### config.mk
export PLATFORM = sky130hd
export DESIGN_NAME = vector_sweep_ctrl_flat
export DESIGN_NICKNAME = d
export VERILOG_FILES = /design/src/rtl/vector_sweep_ctrl_pkg.sv /design/src/rtl/vector_sweep_ctrl_if.sv /design/src/rtl/vector_sweep_ctrl_timer.sv /design/src/rtl/vector_sweep_ctrl.sv /design/src/flat_wrapper.sv
export SDC_FILE = /design/constraint.sdc
export NUM_CORES = 1
export LEC_CHECK = 0
export ABC_AREA = 1
export ABC_CLOCK_PERIOD_IN_PS = 5200
export CAP_MARGIN = 25
export CORE_MARGIN = 2
export CORE_UTILIZATION = 50
export DETAILED_ROUTE_END_ITERATION = 10
export PLACE_DENSITY = 0.88
export RECOVER_POWER = 100
export SYNTH_ARGS = -nofsm -noshare
export SYNTH_HDL_FRONTEND = slang
export SYNTH_HIERARCHICAL = 1
export SYNTH_SLANG_ARGS = --single-unit
### constraint.sdc
create_clock -name clk -period 5.2 [get_ports clk]
set_clock_uncertainty 0.2 [all_clocks]
set_input_delay 0.52 -clock clk [delete_from_list [all_inputs] [get_ports clk]]
set_output_delay 0.52 -clock clk [all_outputs]
set_load 0.02 [all_outputs]
### src/rtl/vector_sweep_ctrl_pkg.sv
`default_nettype none
// ============================================================================
// Module      : vector_sweep_ctrl_pkg
// Description : Shared types, defaults and helpers for the vector sweep block.
// Revision    : 1.0 - initial release
// ============================================================================
package vector_sweep_ctrl_pkg;

    typedef enum logic [2:0] {
        IDLE   = 3'd0,
        DRST   = 3'd1,
        SETTLE = 3'd2,
        EMIT   = 3'd3,
        FIN    = 3'd4
    } sweep_state_t;

    localparam int c_DEF_N_IN       = 7;
    localparam int c_DEF_N_OUT      = 1;
    localparam int c_DEF_SETTLE_CYC = 1;
    localparam int c_DEF_RESET_CYC  = 2;

    function automatic int max_int(input int a, input int b);
        return (a > b) ? a : b;
    endfunction

endpackage
`default_nettype wire

### src/rtl/vector_sweep_ctrl_if.sv
`default_nettype none
// ============================================================================
// Module      : vector_sweep_ctrl_if
// Description : Control, DUT-drive and record-stream signals of the sweeper.
// Revision    : 1.0 - initial release
// ============================================================================
interface vector_sweep_ctrl_if #(
    parameter int N_IN  = 7,
    parameter int N_OUT = 1
);
    logic             start;
    logic             abort;
    logic             busy;
    logic             done;
    logic             dut_rst;
    logic [N_IN-1:0]  dut_in;
    logic [N_OUT-1:0] dut_out;
    logic             rec_valid;
    logic             rec_ready;
    logic [N_IN-1:0]  rec_vec;
    logic [N_OUT-1:0] rec_out;
    logic             rec_last;

    modport master (
        input  start, abort, dut_out, rec_ready,
        output busy, done, dut_rst, dut_in, rec_valid, rec_vec, rec_out, rec_last
    );

    modport slave (
        output start, abort, dut_out, rec_ready,
        input  busy, done, dut_rst, dut_in, rec_valid, rec_vec, rec_out, rec_last
    );
endinterface
`default_nettype wire

### src/rtl/vector_sweep_ctrl_timer.sv
`default_nettype none
// ============================================================================
// Module      : vector_sweep_ctrl_timer
// Description : Loadable down-counter with zero flag; parks at zero.
// Revision    : 1.0 - initial release
// ============================================================================
module vector_sweep_ctrl_timer #(
    parameter int W = 2
) (
    input  logic         clk,
    input  logic         rst_n,
    input  logic         i_load,
    input  logic [W-1:0] i_load_val,
    output logic         o_zero
);

    logic [W-1:0] r_cnt;

    always_ff @(posedge clk or negedge rst_n) begin
        if (!rst_n) begin
            r_cnt <= '0;
        end else if (i_load) begin
            r_cnt <= i_load_val;
        end else if (r_cnt != '0) begin
            r_cnt <= r_cnt - W'(1);
        end
    end

    assign o_zero = (r_cnt == '0);

endmodule
`default_nettype wire

### src/rtl/vector_sweep_ctrl.sv
`default_nettype none
// ============================================================================
// Module      : vector_sweep_ctrl
// Description : Sweeps every input vector into a DUT and streams {vec, out}.
// Revision    : 1.0 - initial release
// ============================================================================
module vector_sweep_ctrl
    import vector_sweep_ctrl_pkg::*;
#(
    parameter int N_IN       = c_DEF_N_IN,
    parameter int N_OUT      = c_DEF_N_OUT,
    parameter int SETTLE_CYC = c_DEF_SETTLE_CYC,
    parameter int RESET_CYC  = c_DEF_RESET_CYC
) (
    input  logic                clk,
    input  logic                rst_n,
    vector_sweep_ctrl_if.master bus
);

    localparam logic [2:0] c_ST_IDLE   = IDLE;
    localparam logic [2:0] c_ST_DRST   = DRST;
    localparam logic [2:0] c_ST_SETTLE = SETTLE;
    localparam logic [2:0] c_ST_EMIT   = EMIT;
    localparam logic [2:0] c_ST_FIN    = FIN;

    localparam int               c_TMR_W    = $clog2(max_int(RESET_CYC, SETTLE_CYC)) + 1;
    localparam logic [c_TMR_W-1:0] c_RST_LOAD = c_TMR_W'(RESET_CYC - 1);
    localparam logic [c_TMR_W-1:0] c_SET_LOAD = c_TMR_W'(SETTLE_CYC - 1);
    localparam logic [N_IN-1:0]  c_VEC_LAST = '1;

    logic [2:0]         r_state;
    logic [N_IN-1:0]    r_vec;
    logic [N_IN-1:0]    r_rec_vec;
    logic [N_OUT-1:0]   r_rec_out;
    logic               w_tmr_load;
    logic [c_TMR_W-1:0] w_tmr_val;
    logic               w_tmr_zero;
    logic               w_is_last;
    logic               w_hs;

    // Last-vector detection is an explicit compare so the counter never wraps to 0.
    assign w_is_last = (r_vec == c_VEC_LAST);
    assign w_hs      = (r_state == c_ST_EMIT) && bus.rec_ready;

    // The timer is reloaded on every entry into DRST or SETTLE.
    always_comb begin
        w_tmr_load = 1'b0;
        w_tmr_val  = c_SET_LOAD;
        case (r_state)
            c_ST_IDLE: begin
                w_tmr_load = bus.start;
                w_tmr_val  = c_RST_LOAD;
            end
            c_ST_DRST: w_tmr_load = w_tmr_zero;
            c_ST_EMIT: w_tmr_load = w_hs && !w_is_last;
            default:   w_tmr_load = 1'b0;
        endcase
    end

    vector_sweep_ctrl_timer #(
        .W (c_TMR_W)
    ) u_timer (
        .clk        (clk),
        .rst_n      (rst_n),
        .i_load     (w_tmr_load),
        .i_load_val (w_tmr_val),
        .o_zero     (w_tmr_zero)
    );

    always_ff @(posedge clk or negedge rst_n) begin
        if (!rst_n) begin
            r_state   <= c_ST_IDLE;
            r_vec     <= '0;
            r_rec_vec <= '0;
            r_rec_out <= '0;
        end else if (bus.abort) begin
            // A record handshaking on this edge is treated as undelivered.
            r_state <= c_ST_IDLE;
            r_vec   <= '0;
        end else begin
            case (r_state)
                c_ST_IDLE: begin
                    if (bus.start) begin
                        r_state <= c_ST_DRST;
                        r_vec   <= '0;
                    end
                end
                c_ST_DRST: begin
                    if (w_tmr_zero) begin
                        r_state <= c_ST_SETTLE;
                    end
                end
                c_ST_SETTLE: begin
                    if (w_tmr_zero) begin
                        r_state   <= c_ST_EMIT;
                        r_rec_vec <= r_vec;
                        r_rec_out <= bus.dut_out;
                    end
                end
                c_ST_EMIT: begin
                    if (bus.rec_ready) begin
                        if (w_is_last) begin
                            r_state <= c_ST_FIN;
                        end else begin
                            r_state <= c_ST_SETTLE;
                            r_vec   <= r_vec + N_IN'(1);
                        end
                    end
                end
                c_ST_FIN:  r_state <= c_ST_IDLE;
                default:   r_state <= c_ST_IDLE;
            endcase
        end
    end

    assign bus.busy      = (r_state != c_ST_IDLE);
    assign bus.done      = (r_state == c_ST_FIN);
    assign bus.dut_rst   = (r_state == c_ST_DRST);
    assign bus.dut_in    = r_vec;
    assign bus.rec_valid = (r_state == c_ST_EMIT);
    assign bus.rec_vec   = r_rec_vec;
    assign bus.rec_out   = r_rec_out;
    assign bus.rec_last  = (r_state == c_ST_EMIT) && (r_rec_vec == c_VEC_LAST);

endmodule
`default_nettype wire

### src/flat_wrapper.sv
// flat-port wrapper written by rule: the top's interface ports become plain ports
module vector_sweep_ctrl_flat import vector_sweep_ctrl_pkg::*;
#(
    parameter int N_IN       = c_DEF_N_IN,
    parameter int N_OUT      = c_DEF_N_OUT,
    parameter int SETTLE_CYC = c_DEF_SETTLE_CYC,
    parameter int RESET_CYC  = c_DEF_RESET_CYC
)
  (clk, rst_n, bus_start, bus_abort, bus_dut_out, bus_rec_ready, bus_busy, bus_done, bus_dut_rst, bus_dut_in, bus_rec_valid, bus_rec_vec, bus_rec_out, bus_rec_last);
  vector_sweep_ctrl_if #(.N_IN(N_IN), .N_OUT(N_OUT)) bus_i ();
  input  logic clk;
  input  logic rst_n;
  input wire logic [$bits(bus_i.start)-1:0] bus_start;
  input wire logic [$bits(bus_i.abort)-1:0] bus_abort;
  input wire logic [$bits(bus_i.dut_out)-1:0] bus_dut_out;
  input wire logic [$bits(bus_i.rec_ready)-1:0] bus_rec_ready;
  output wire logic [$bits(bus_i.busy)-1:0] bus_busy;
  output wire logic [$bits(bus_i.done)-1:0] bus_done;
  output wire logic [$bits(bus_i.dut_rst)-1:0] bus_dut_rst;
  output wire logic [$bits(bus_i.dut_in)-1:0] bus_dut_in;
  output wire logic [$bits(bus_i.rec_valid)-1:0] bus_rec_valid;
  output wire logic [$bits(bus_i.rec_vec)-1:0] bus_rec_vec;
  output wire logic [$bits(bus_i.rec_out)-1:0] bus_rec_out;
  output wire logic [$bits(bus_i.rec_last)-1:0] bus_rec_last;
  assign bus_i.start = bus_start;
  assign bus_i.abort = bus_abort;
  assign bus_i.dut_out = bus_dut_out;
  assign bus_i.rec_ready = bus_rec_ready;
  assign bus_busy = bus_i.busy;
  assign bus_done = bus_i.done;
  assign bus_dut_rst = bus_i.dut_rst;
  assign bus_dut_in = bus_i.dut_in;
  assign bus_rec_valid = bus_i.rec_valid;
  assign bus_rec_vec = bus_i.rec_vec;
  assign bus_rec_out = bus_i.rec_out;
  assign bus_rec_last = bus_i.rec_last;
  vector_sweep_ctrl #(.N_IN(N_IN), .N_OUT(N_OUT), .SETTLE_CYC(SETTLE_CYC), .RESET_CYC(RESET_CYC)) u_core (.clk(clk), .rst_n(rst_n), .bus(bus_i));
endmodule
run_1/util_map.png
(6 px per um) 10 x 10 tiles, from black (low) to pale yellow (high), 0 to 100% covered.
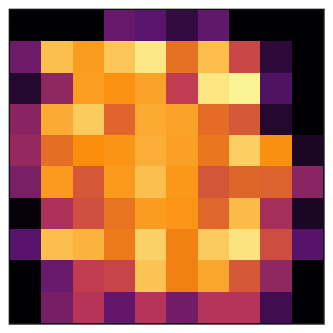
34% of the tiles are over 75% full. The fullest tile reaches 98%. 14% of the tiles are nearly empty.

run_1/clock_wires.png
(12 px per um)
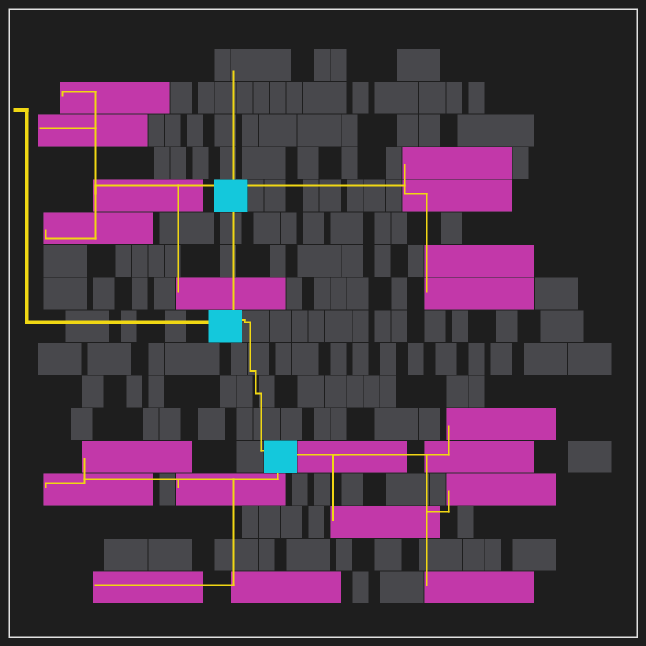
clock wires: marked yellow, length 223 um. clock-net drivers: marked cyan, count 3. flip-flops: marked magenta, count 20.
There are 4 routed clock nets. Position of the flops: spread over the die.

run_1/closeup.png
Region (14, 14) to (39, 39) um. Cells in grey, sequential cells in the stronger grey; small squares are vias.
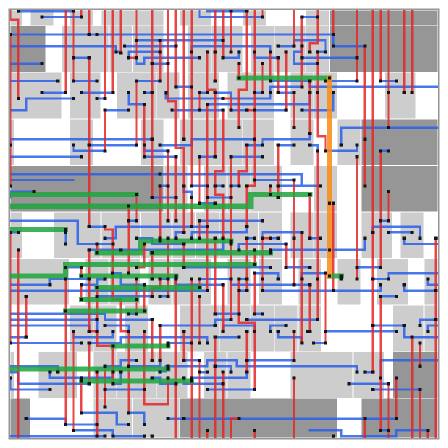
M4: marked orange. M3: marked green. M1: marked blue. M2: marked red.
73 logic cells have their middle in the window. Sequential cells in the window: 3. Most frequent: nand2_1 (22), nor2_1 (11).

==> reports/summary.txt, run 1 <==
Nets = 189
Syn Area/Cell = 7.54 um^2
Mapped Nets = 162
First-pass GRT wire length = 4.60 mm
Registers, synthesis = 20
Mapped Cells = 154
Log Warnings = 26
Reg-to-Reg Start = u_core/bus.dut_in[0]$_DFFE_PN0P_
Clock Latency Late Sink = 300 ps
Clock root buffer = clkbuf_4
Peak Freq = 389 MHz
DIE AREA = 2720 um^2
Post-synth EDFFs = 0
1st-pass router iterations = 4
H-tree depth = 1
Yosys cell count = 154
Yosys Chip Area = 1160 um^2
Critical path required time = 4480 ps
Wire length per cell = 12.6 um
DR vias/cell = 5.27
Hold Path Depth = 2
Setup violators final = 0
Port bufs = 25
Final GP Congestion = 0.827
Final wirelength = 2.63 mm
Place WS = 2950 ps
Pwr dens = 375 nW/um^2
# Post-CTS Setup Buffers = 0
Vias in the first global route = 1066
Status = finished clean
Final WS setup = 2630 ps
Setup TNS = 0 ps
Critical path launch point type = register
Top_reg_cell synth = dfrtp_1
Max FO, Critical Path = 5
Core area = 2210 um^2
Max-slew violation count = 0
Antenna violations before repair = 0
Synth cell types = 25
FP Rows = 17
CTS Sinks = 20
Critical path type = reg -> out
RR Endpoint = u_core/u_timer/r_cnt[0]$_DFFE_PN0P_
Layout area overhead = 22.4%
Routed vias = 1097
Maximum VDD drop = 0.317 mV
Initial core utilization = 52.5%
R2r worst-path depth = 10
Synth Seq Share = 43.1%
DIE WIDTH = 52.2 um
R2R setup slack = 3180 ps
Slew @ Worst Pin = 885 ps
Largest net degree at the start of global routing = 21
DRC viols = 0
Die height = 52.2 um
# fillers = 212
Tmin final = 2570 ps
Hold Path Class = reg -> reg
Synth Warn # = 6
DPL Wire Length = 1.98 mm
# hold bufs at CTS = 0
Worst EP arrival = 1850 ps
TritonCTS Buffers = 3
Antenna diodes = 0
Worst setup EP type = output port
RSZ-0062 raised after global routing = no
Post-route ant nets = 0
Slew headroom = 40.8%
Final Cycle Share = 49.4%
CP endpoint = bus_rec_last
Util after Layout = 64.3%
Top Ports = 26
Final global-route overflow total = 0
TritonCTS clock tree = built
Number of failing hold endpoints at the final stage = 0
CP Launch Point = u_core/r_state[2]$_DFFE_PN0P_
Leakage Power = 0.000704 uW
Clock tree buffer depth = 2
Total GRT Usage = 22.6%
Cell area after synthesis = 1160 um^2
Drt first-iter violations = 41
MaxCap Viol Count = 0
Worst-path clk slew = 110 ps
Asr flop ratio synth = 100%
Cts repair resizes = 0
Layout cells sized above 1 = 6.11%
## run 1: through the flow
stage	cells	hold slack [ps]	instance area, um^2	total power (uW)
floorplan	154	24.4	1160	395
global placement	204	266	1430	455
detailed placement	204	277	1430	469
CTS	208	301	1460	560
global route	208	344	1420	581
finish	208	290	1420	533
## run 1: registers in the layout, indices dropped and copies added, names as in the netlist
signal and count:
u_core/bus.dut_in 7, u_core/bus.rec_out 1, u_core/bus.rec_vec 7, u_core/r_state 3, u_core/u_timer/r_cnt 2
## run 1: synth_stat cells (all sizes together) (2+ instances only)
cell type | number | area [um^2]
buf | 3 | 21.3
nor2 | 14 | 55.1
nand2 | 50 | 205
nor3 | 2 | 10.0
dfrtp | 20 | 500
nand3 | 13 | 82.6
ha | 2 | 25.0
nand4 | 6 | 37.5
inv | 20 | 75.1
o21ai | 18 | 109
## run 1: metal layers
| metal | track usage (%) | wire (um) | share of wire [%] |
|---|---|---|---|
| met1 | 30.1 | 1160 | 44 |
| met2 | 36.9 | 1260 | 48 |
| met3 | 3.14 | 177 | 6.7 |
| met4 | 9.40 | 29 | 1.1 |
| met5 | 0 | 0 | 0 |
## run 1: cells by family after synthesis
| logic type | after synthesis | synth area share (%) |
|---|---|---|
| AOI/OAI and AO/OA | 21 | 11.5 |
| buffers and inverters | 24 | 8.73 |
| other | 1 | 0.323 |
| and+or+nand+nor | 86 | 34.2 |
| adders and majority gates | 2 | 2.15 |
| DFF | 20 | 43.1 |
## run 1: where the power goes
part / switching (uW) / internal, uW
Clock: 46.4 / 42.7
Combinational: 156 / 82.2
Sequential: 26.6 / 179
## run 1: worst max-delay path, stage by stage, from the launching register on
cell and delay (ps):
dfrtp_1 370, inv_1 170, nand3_4 130, nor3_1 190
dlygate4sd3_1 690
## run 1: area by class of cell
class	count	area [um^2]	area share, %
clock buffer	4	36.3	2.55
timing repair buffer	25	250	17.6
inverter	21	80.1	5.63
sequential	20	500	35.2
multi-input combinational	110	519	36.5
tap	28	35.0	2.46
## run 1: cells in the final DEF (no fill, tap or decap)
master,count
nand4_1,6
o221ai_1,1
o21bai_1,1
conb_1,1
clkinv_2,1
a21oi_1,1
nor2_1,14
clkbuf_4,3
dlygate4sd3_1,21
nand2_1,47
o21ai_1,1
inv_1,19
clkbuf_8,1
dfrtp_1,20
o21ai_0,17
ha_1,2
nor3_1,2
inv_2,1
or2_2,1
nand3_4,1
nand3_1,12
nand2_2,3
clkdlybuf4s50_1,4
## run 1: worst min-delay path by stage
stage | from | slack, ps | end
after floorplan | rst_n | 20 | u_core/bus.dut_in[0]$_DFFE_PN0P_
after global routing | u_core/bus.rec_out$_DFFE_PN0P_ | 340 | u_core/bus.rec_out$_DFFE_PN0P_
final | u_core/bus.rec_out$_DFFE_PN0P_ | 290 | u_core/bus.rec_out$_DFFE_PN0P_
after CTS | u_core/bus.rec_out$_DFFE_PN0P_ | 300 | u_core/bus.rec_out$_DFFE_PN0P_
after detailed placement | u_core/bus.rec_out$_DFFE_PN0P_ | 280 | u_core/bus.rec_out$_DFFE_PN0P_
after global placement | u_core/bus.rec_out$_DFFE_PN0P_ | 270 | u_core/bus.rec_out$_DFFE_PN0P_
run_1/clock_nets.png
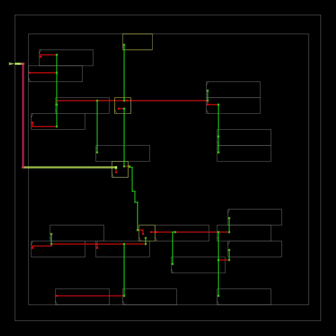

==> inputs of run 2 (changes only) <==
--- a/config.mk
+++ b/config.mk
@@ -6,12 +6,12 @@
 export NUM_CORES = 1
 export LEC_CHECK = 0
 export ABC_AREA = 1
-export ABC_CLOCK_PERIOD_IN_PS = 5200
+export ABC_CLOCK_PERIOD_IN_PS = 2660
 export CAP_MARGIN = 25
 export CORE_MARGIN = 2
-export CORE_UTILIZATION = 50
+export CORE_UTILIZATION = 49
 export DETAILED_ROUTE_END_ITERATION = 10
-export PLACE_DENSITY = 0.88
+export PLACE_DENSITY = 0.87
 export RECOVER_POWER = 100
 export SYNTH_ARGS = -nofsm -noshare
 export SYNTH_HDL_FRONTEND = slang
==> constraint.sdc (replaced) <==
create_clock -name clk -period 2.66 [get_ports clk]
set_clock_uncertainty 0.2 [all_clocks]
set_input_delay 0.266 -clock clk [delete_from_list [all_inputs] [get_ports clk]]
set_output_delay 0.266 -clock clk [all_outputs]
set_load 0.02 [all_outputs]
run_2/clock_nets.png
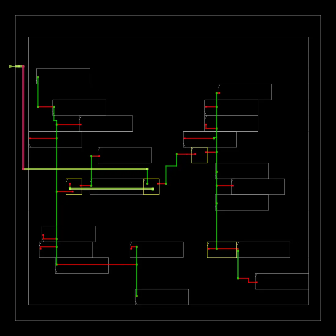
clock buf count: 4
Clock net power: 168 uW
CTS Sinks: 20
Flop Count: 20

==> run 2 against run 1 <==
  * Synthesized cell count unchanged
  * Clock power increased by 89%
  * First-iteration DRC count is 20% lower
  * Total power up 92%
  * Area after synthesis is the same
  * Hold slack improved by 11 ps
  * Combinational power is 88% higher
  * Utilization decreased by 0.28 points
  * Via count shrank 3.3%
  * Sequential share of layout area down 0.19 points
  * Critical path depth fell by 1
  * Largest power group unchanged
  * Highest routed layer unchanged
==> reports/summary.txt, run 2 <==
Status = finished clean (unchanged)
Nets = 189 (unchanged)
Top_reg_cell synth = dfrtp_1 (unchanged)
Synth Warn # = 6 (unchanged)
Max-area cell share = 43.1% (unchanged)
Routed vias = 1061 (was 1097)
Max FO, Critical Path = 7 (was 5)
RSZ-0062 raised after global routing = no (unchanged)
Yosys Chip Area = 1160 um^2 (unchanged)
Most frequent cells in the layout = 48 x nand2_1, 22 x dlygate4sd3_1, 20 x dfrtp_1 (was 47 x nand2_1, 21 x dlygate4sd3_1, 20 x dfrtp_1)
Setup violators final = 0 (unchanged)
Tmin final = 2310 ps
Pwr dens = 715 nW/um^2 (was 375 nW/um^2)
Asr flop ratio synth = 100% (unchanged)
Layout Cells excl Fill = 208 (unchanged)
Worst-path clk slew = 100 ps (was 110 ps)
Clock Latency Late Sink = 290 ps (was 300 ps)
Total design power = 1020 uW (was 533 uW)
Number of failing hold endpoints at the final stage = 0 (unchanged)
Antenna violations before repair = 0 (unchanged)
Util after Layout = 64.0% (was 64.3%)
Layout area overhead = 23.1% (was 22.4%)
Leakage Power = 0.000709 uW (was 0.000704 uW)
Port bufs = 25 (unchanged)
Synth area leader = dfrtp_1 (unchanged)
H-tree depth = 1 (unchanged)
Critical path launch point type = register (unchanged)
Internal power = 591 uW (was 304 uW)
Top-count cell post-synth = nand2_1 (unchanged)
CP Launch Point = u_core/r_state[1]$_DFFE_PN0P_ (was u_core/r_state[2]$_DFFE_PN0P_)
Net load switching power = 431 uW (was 229 uW)
Clock power share = 16.4% (was 16.7%)
Clock root buffer = clkbuf_4 (unchanged)
Reg-to-Reg Start = u_core/bus.dut_in[0]$_DFFE_PN0P_ (unchanged)
Top post-synthesis cells by area = dfrtp_1 43%, nand2_1 15%, inv_1 6.1%, nand3_1 4.7%, o21ai_0 4.3% (unchanged)
DIE AREA = 2780 um^2 (was 2720 um^2)
Vias in the first global route = 964 (was 1066)
DR vias/cell = 5.10 (was 5.27)
Wire length per cell = 12.3 um (was 12.6 um)
Worst hold slack = 300 ps (was 290 ps)
Sw frac = 42.2% (was 43.0%)
DRC viols = 0 (unchanged)
# hold bufs at CTS = 0 (unchanged)
Largest net degree at the start of global routing = 21 (unchanged)
Mapped Cells = 154 (unchanged)
Slew @ Worst Pin = 891 ps (was 885 ps)
Die height = 52.7 um (was 52.2 um)
Synth Seq Share = 43.1% (unchanged)
Registers, synthesis = 20 (unchanged)
# Post-CTS Setup Buffers = 0 (unchanged)
Clock tree buffer depth = 2 (unchanged)
Yosys cell count = 154 (unchanged)
Antenna diodes = 0 (unchanged)
Maximum VDD drop = 0.567 mV (was 0.317 mV)
Cts repair resizes = 0 (unchanged)
Log Warnings = 26 (unchanged)
Final Cycle Share = 86.7%
Cell area after synthesis = 1160 um^2 (unchanged)
Peak Freq = 434 MHz
Hold Path Class = reg -> reg (unchanged)
Total GRT Usage = 21.3% (was 22.6%)
MaxCap Viol Count = 0 (unchanged)
Top cells by count = 45 x nand2_1, 20 x dfrtp_1, 19 x inv_1 (unchanged)
First-pass GRT wire length = 4.28 mm (was 4.60 mm)
Post-synth EDFFs = 0 (unchanged)
Drt first-iter violations = 33 (was 41)
Final GP Congestion = 0.837 (was 0.827)
DIE WIDTH = 52.7 um (was 52.2 um)
RR Endpoint = u_core/bus.dut_in[5]$_DFFE_PN0P_ (was u_core/u_timer/r_cnt[0]$_DFFE_PN0P_)
Critical path required time = 2190 ps (was 4480 ps)
Final wirelength = 2.57 mm (was 2.63 mm)
Worst setup EP type = output port (unchanged)
DPL Wire Length = 1.95 mm (was 1.98 mm)
FP Rows = 17 (unchanged)
Comb power frac = 44.1% (was 44.7%)
Post-route ant nets = 0 (unchanged)
Final global-route overflow total = 0 (unchanged)
R2R setup slack = 670 ps (was 3180 ps)
TritonCTS clock tree = built (unchanged)
Core area = 2230 um^2 (was 2210 um^2)
Setup TNS = 0 ps (unchanged)
Worst EP arrival = 1840 ps (was 1850 ps)
Critical path type = reg -> out (unchanged)
CP endpoint = bus_rec_last (unchanged)
R2r worst-path depth = 10 (unchanged)
Synth cell types = 25 (unchanged)
Top Ports = 26 (unchanged)
Max-slew violation count = 0 (unchanged)
1st-pass router iterations = 4 (unchanged)
Sequential power share = 39.5% (was 38.6%)
Mapped Nets = 162 (unchanged)
Slew headroom = 40.4% (was 40.8%)
Syn Area/Cell = 7.54 um^2 (unchanged)
TritonCTS Buffers = 3 (unchanged)
Most frequent logic cell in the layout = nand2_1 (unchanged)
Placed insts = 204 (unchanged)
Layout cells sized above 1 = 7.22% (was 6.11%)
Initial core utilization = 52.0% (was 52.5%)
run 2: cell count changes in the layout (fill, tap and decap cells not counted), sizes merged:
cell	delta
clkdlybuf4s50	-1
dlygate4sd3	+1
run 2: layout make-up:
type / count / area, um^2
Fill cell: 209 / 805
Timing Repair Buffer: 25 / 250
Clock buffer: 4 / 36.3
Sequential cell: 20 / 500
Multi-Input combinational cell: 110 / 527
Tap cell: 28 / 35.0
Inverter: 21 / 80.1
run 2: worst min-delay path by stage:
stage	depth (start not counted)	end	start
global route	3	u_core/bus.rec_out$_DFFE_PN0P_	bus_dut_out
detailed placement	2	u_core/bus.rec_out$_DFFE_PN0P_	u_core/bus.rec_out$_DFFE_PN0P_
global placement	2	u_core/bus.rec_out$_DFFE_PN0P_	u_core/bus.rec_out$_DFFE_PN0P_
floorplan	0	u_core/bus.dut_in[0]$_DFFE_PN0P_	rst_n
CTS	1	u_core/bus.dut_in[2]$_DFFE_PN0P_	rst_n
finish	2	u_core/bus.rec_out$_DFFE_PN0P_	u_core/bus.rec_out$_DFFE_PN0P_
run 2: power groups by stage:
| stage | clock [uW] | sequential [uW] | combinational (uW) |
|---|---|---|---|
| 2_1_floorplan | 0 | 418 | 354 |
| 3_3_place_gp | 0 | 409 | 480 |
| 3_5_place_dp | 0 | 411 | 496 |
| 4_1_cts | 177 | 405 | 499 |
| 5_1_grt | 193 | 414 | 516 |
| 6_report | 168 | 403 | 450 |
run 2: per-stage QoR:
| step | worst slack (ps) | cell area [um^2] |
|---|---|---|
| after global placement | 725 | 1430 |
| after global routing | 261 | 1430 |
| after CTS | 383 | 1460 |
| after detailed placement | 683 | 1430 |
| final | 353 | 1430 |
| after floorplan | 822 | 1160 |
run 2: logic make-up after synthesis:
| family | Yosys count | synth area share (%) |
|---|---|---|
| AOI/OAI and AO/OA | 21 | 11.5 |
| adders and majority gates | 2 | 2.15 |
| buffers and inverters | 24 | 8.73 |
| DFF | 20 | 43.1 |
| other | 1 | 0.323 |
| and+or+nand+nor | 86 | 34.2 |
run 2: worst max-delay path, cell delays in order (launching register included):
cell	delay, ps
dfrtp_1	520
nand3_4	150
nor3_1	190
dlygate4sd3_1	700
run 2: layer usage:
metal,track usage (%),share of wire [%],up-vias
met4,5.56,0.66,0
met2,34.8,50,33
met3,5.14,4.2,2
met5,0,0,-
li1,-,-,545
met1,27.9,45,481
run_2/class_map.png
(8 px per um) Fill, decap, tap and diode cells in grey.
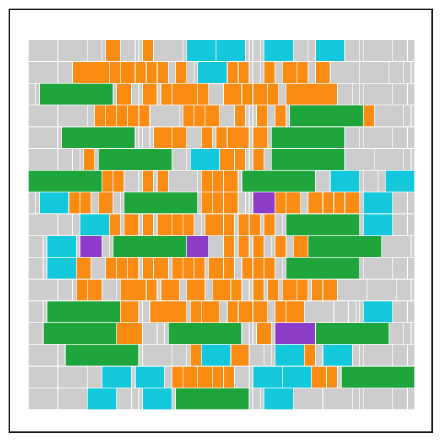

==> inputs of run 3 (changes only) <==
==> constraint.sdc (replaced) <==
create_clock -name clk -period 2.66 [get_ports clk]
set_clock_uncertainty 0.2 [all_clocks]
set_input_delay 0.266 -clock clk [delete_from_list [all_inputs] [get_ports clk]]
set_output_delay 0.266 -clock clk [all_outputs]
set_load 0.01 [all_outputs]
run_3/class_map.png
(8 px per um) Fill, decap, tap and diode cells in grey.
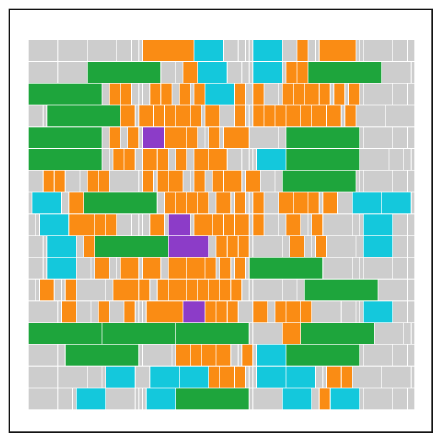
remaining logic cells: marked orange, cells 131, share of their area 43%. remaining buffers and delay cells: marked cyan, cells 25, share of their area 18%. clock drivers and dummy loads: marked purple, cells 4, share of their area 2.6%. registers: marked green, cells 20, share of their area 36%.

==> run 3 against run 2 <==
  * Critical path depth grew 1
  * Combinational power shrank 4.4%
  * Fmax grew 2.2%
  * Register-to-register slack lost 80 ps
  * Critical path type unchanged
  * Largest cell class unchanged
  * Largest power group unchanged
==> reports/summary.txt, run 3 <==
Status = finished clean (unchanged)
Top cells by count = 45 x nand2_1, 20 x dfrtp_1, 19 x inv_1 (unchanged)
Layout Cells excl Fill = 208 (unchanged)
Final Cycle Share = 84.8% (was 86.7%)
Routed wl met2 = 1.20 mm (was 1.28 mm)
Syn Area/Cell = 7.54 um^2 (unchanged)
Registers, synthesis = 20 (unchanged)
Post-route ant nets = 0 (unchanged)
Tmin final = 2260 ps (was 2310 ps)
R2R setup slack = 590 ps (was 670 ps)
MaxCap Viol Count = 0 (unchanged)
Antenna violations before repair = 0 (unchanged)
Largest net degree at the start of global routing = 21 (unchanged)
Initial core utilization = 52.0% (unchanged)
Slowest-stage cell, CP = dlygate4sd3_1 (unchanged)
Place WS = 675 ps (was 683 ps)
Most frequent logic cell in the layout = nand2_1 (unchanged)
RSZ-0062 raised after global routing = no (unchanged)
Placed insts = 204 (unchanged)
Wire length per cell = 12.0 um (was 12.3 um)
Max-area cell share = 43.1% (unchanged)
Clock root buffer = clkbuf_4 (unchanged)
DR WL met3 = 136 um (was 107 um)
Clock Latency Late Sink = 300 ps (was 290 ps)
Worst hold slack = 294 ps (was 300 ps)
Drt first-iter violations = 32 (was 33)
Routed met1 length = 1.15 mm (was 1.16 mm)
CTS Sinks = 20 (unchanged)
DIE WIDTH = 52.7 um (unchanged)
Total GRT Usage = 21.5% (was 21.3%)
Synth Seq Share = 43.1% (unchanged)
DR vias/cell = 5.27 (was 5.10)
Clock tree buffer depth = 2 (unchanged)
Maximum VDD drop = 0.687 mV (was 0.567 mV)
Number of failing hold endpoints at the final stage = 0 (unchanged)
FP Rows = 17 (unchanged)
Post-synth EDFFs = 0 (unchanged)
Max-slew violation count = 0 (unchanged)
Top-count cell post-synth = nand2_1 (unchanged)
Antenna diodes = 0 (unchanged)
Worst path cell trace = inv_1 > nand3_4 > nor3_1 > dlygate4sd3_1 (was nand3_4 > nor3_1 > dlygate4sd3_1)
Peak Freq = 443 MHz (was 434 MHz)
Layout area overhead = 22.8% (was 23.1%)
Synth area leader = dfrtp_1 (unchanged)
Pwr dens = 705 nW/um^2 (was 715 nW/um^2)
Port bufs = 25 (unchanged)
Worst-path clk slew = 110 ps (was 100 ps)
DRC viols = 0 (unchanged)
Final WS setup = 403 ps (was 353 ps)
Mapped Cells = 154 (unchanged)
# Post-CTS Setup Buffers = 0 (unchanged)
Setup TNS = 0 ps (unchanged)
Nets = 189 (unchanged)
Critical path required time = 2190 ps (about the same)
# hold bufs at CTS = 0 (unchanged)
1st-pass router iterations = 4 (unchanged)
Worst setup EP type = output port (unchanged)
First-pass GRT wire length = 4.45 mm (was 4.28 mm)
Synth Warn # = 6 (unchanged)
TritonCTS Buffers = 3 (unchanged)
Asr flop ratio synth = 100% (unchanged)
run 3: metal layers:
| layer | track usage [%] | up-vias |
|---|---|---|
| li1 | - | 547 |
| met1 | 30.4 | 500 |
| met2 | 33.5 | 48 |
| met3 | 2.57 | 2 |
| met4 | 7.69 | 0 |
| met5 | 0 | - |
run 3: critical path: cells and delay by family (launching register included):
| kind | cells | cell delay [ps] |
|---|---|---|
| buf+inv | 2 | 780 |
| simple gates | 2 | 330 |
| flops | 1 | 380 |
run 3: worst paths after layout:
path / from / endpoint / cells past startpoint
setup reg to reg: u_core/bus.dut_in[0]$_DFFE_PN0P_ / u_core/bus.dut_in[5]$_DFFE_PN0P_ / 10
min in group asynchronous: rst_n / u_core/bus.dut_in[3]$_DFFE_PN0P_ / 1
hold / removal: u_core/bus.rec_out$_DFFE_PN0P_ / u_core/bus.rec_out$_DFFE_PN0P_ / 2
setup / recovery: u_core/r_state[2]$_DFFE_PN0P_ / bus_rec_last / 4
hold reg to reg: u_core/bus.rec_out$_DFFE_PN0P_ / u_core/bus.rec_out$_DFFE_PN0P_ / 2
max in group asynchronous: rst_n / u_core/bus.rec_out$_DFFE_PN0P_ / 1
run 3: power breakdown:
| group | switching, uW | internal [uW] |
|---|---|---|
| registers | 51.6 | 350 |
| logic | 270 | 160 |
| clock network | 90.5 | 83.4 |
run 3: cells by family (layout without fill, tap and decap cells):
kind of cell,Yosys count,count (layout),synth area share [%]
other cells,1,1,0.323
simple gates,86,86,34.2
fa+ha+maj,2,2,2.15
flops,20,20,43.1
compound gates,21,21,11.5
buf+inv,24,50,8.73
run 3: through the flow:
stage          total power, uW  area [um^2]
6_report                  1010         1430
3_5_place_dp               876         1430
4_1_cts                   1050         1460
5_1_grt                   1100         1430
2_1_floorplan              743         1160
3_3_place_gp               860         1430
run 3: cell type report:
cell class	count	area, um^2	share of cell area, %
timing repair buffer	25	250	17.5
inverter	21	80.1	5.61
multi-input combinational	110	524	36.8
clock buffer	4	36.3	2.54
tap	28	35.0	2.46
sequential	20	500	35.1
Power and IR drop assume default switching activity.
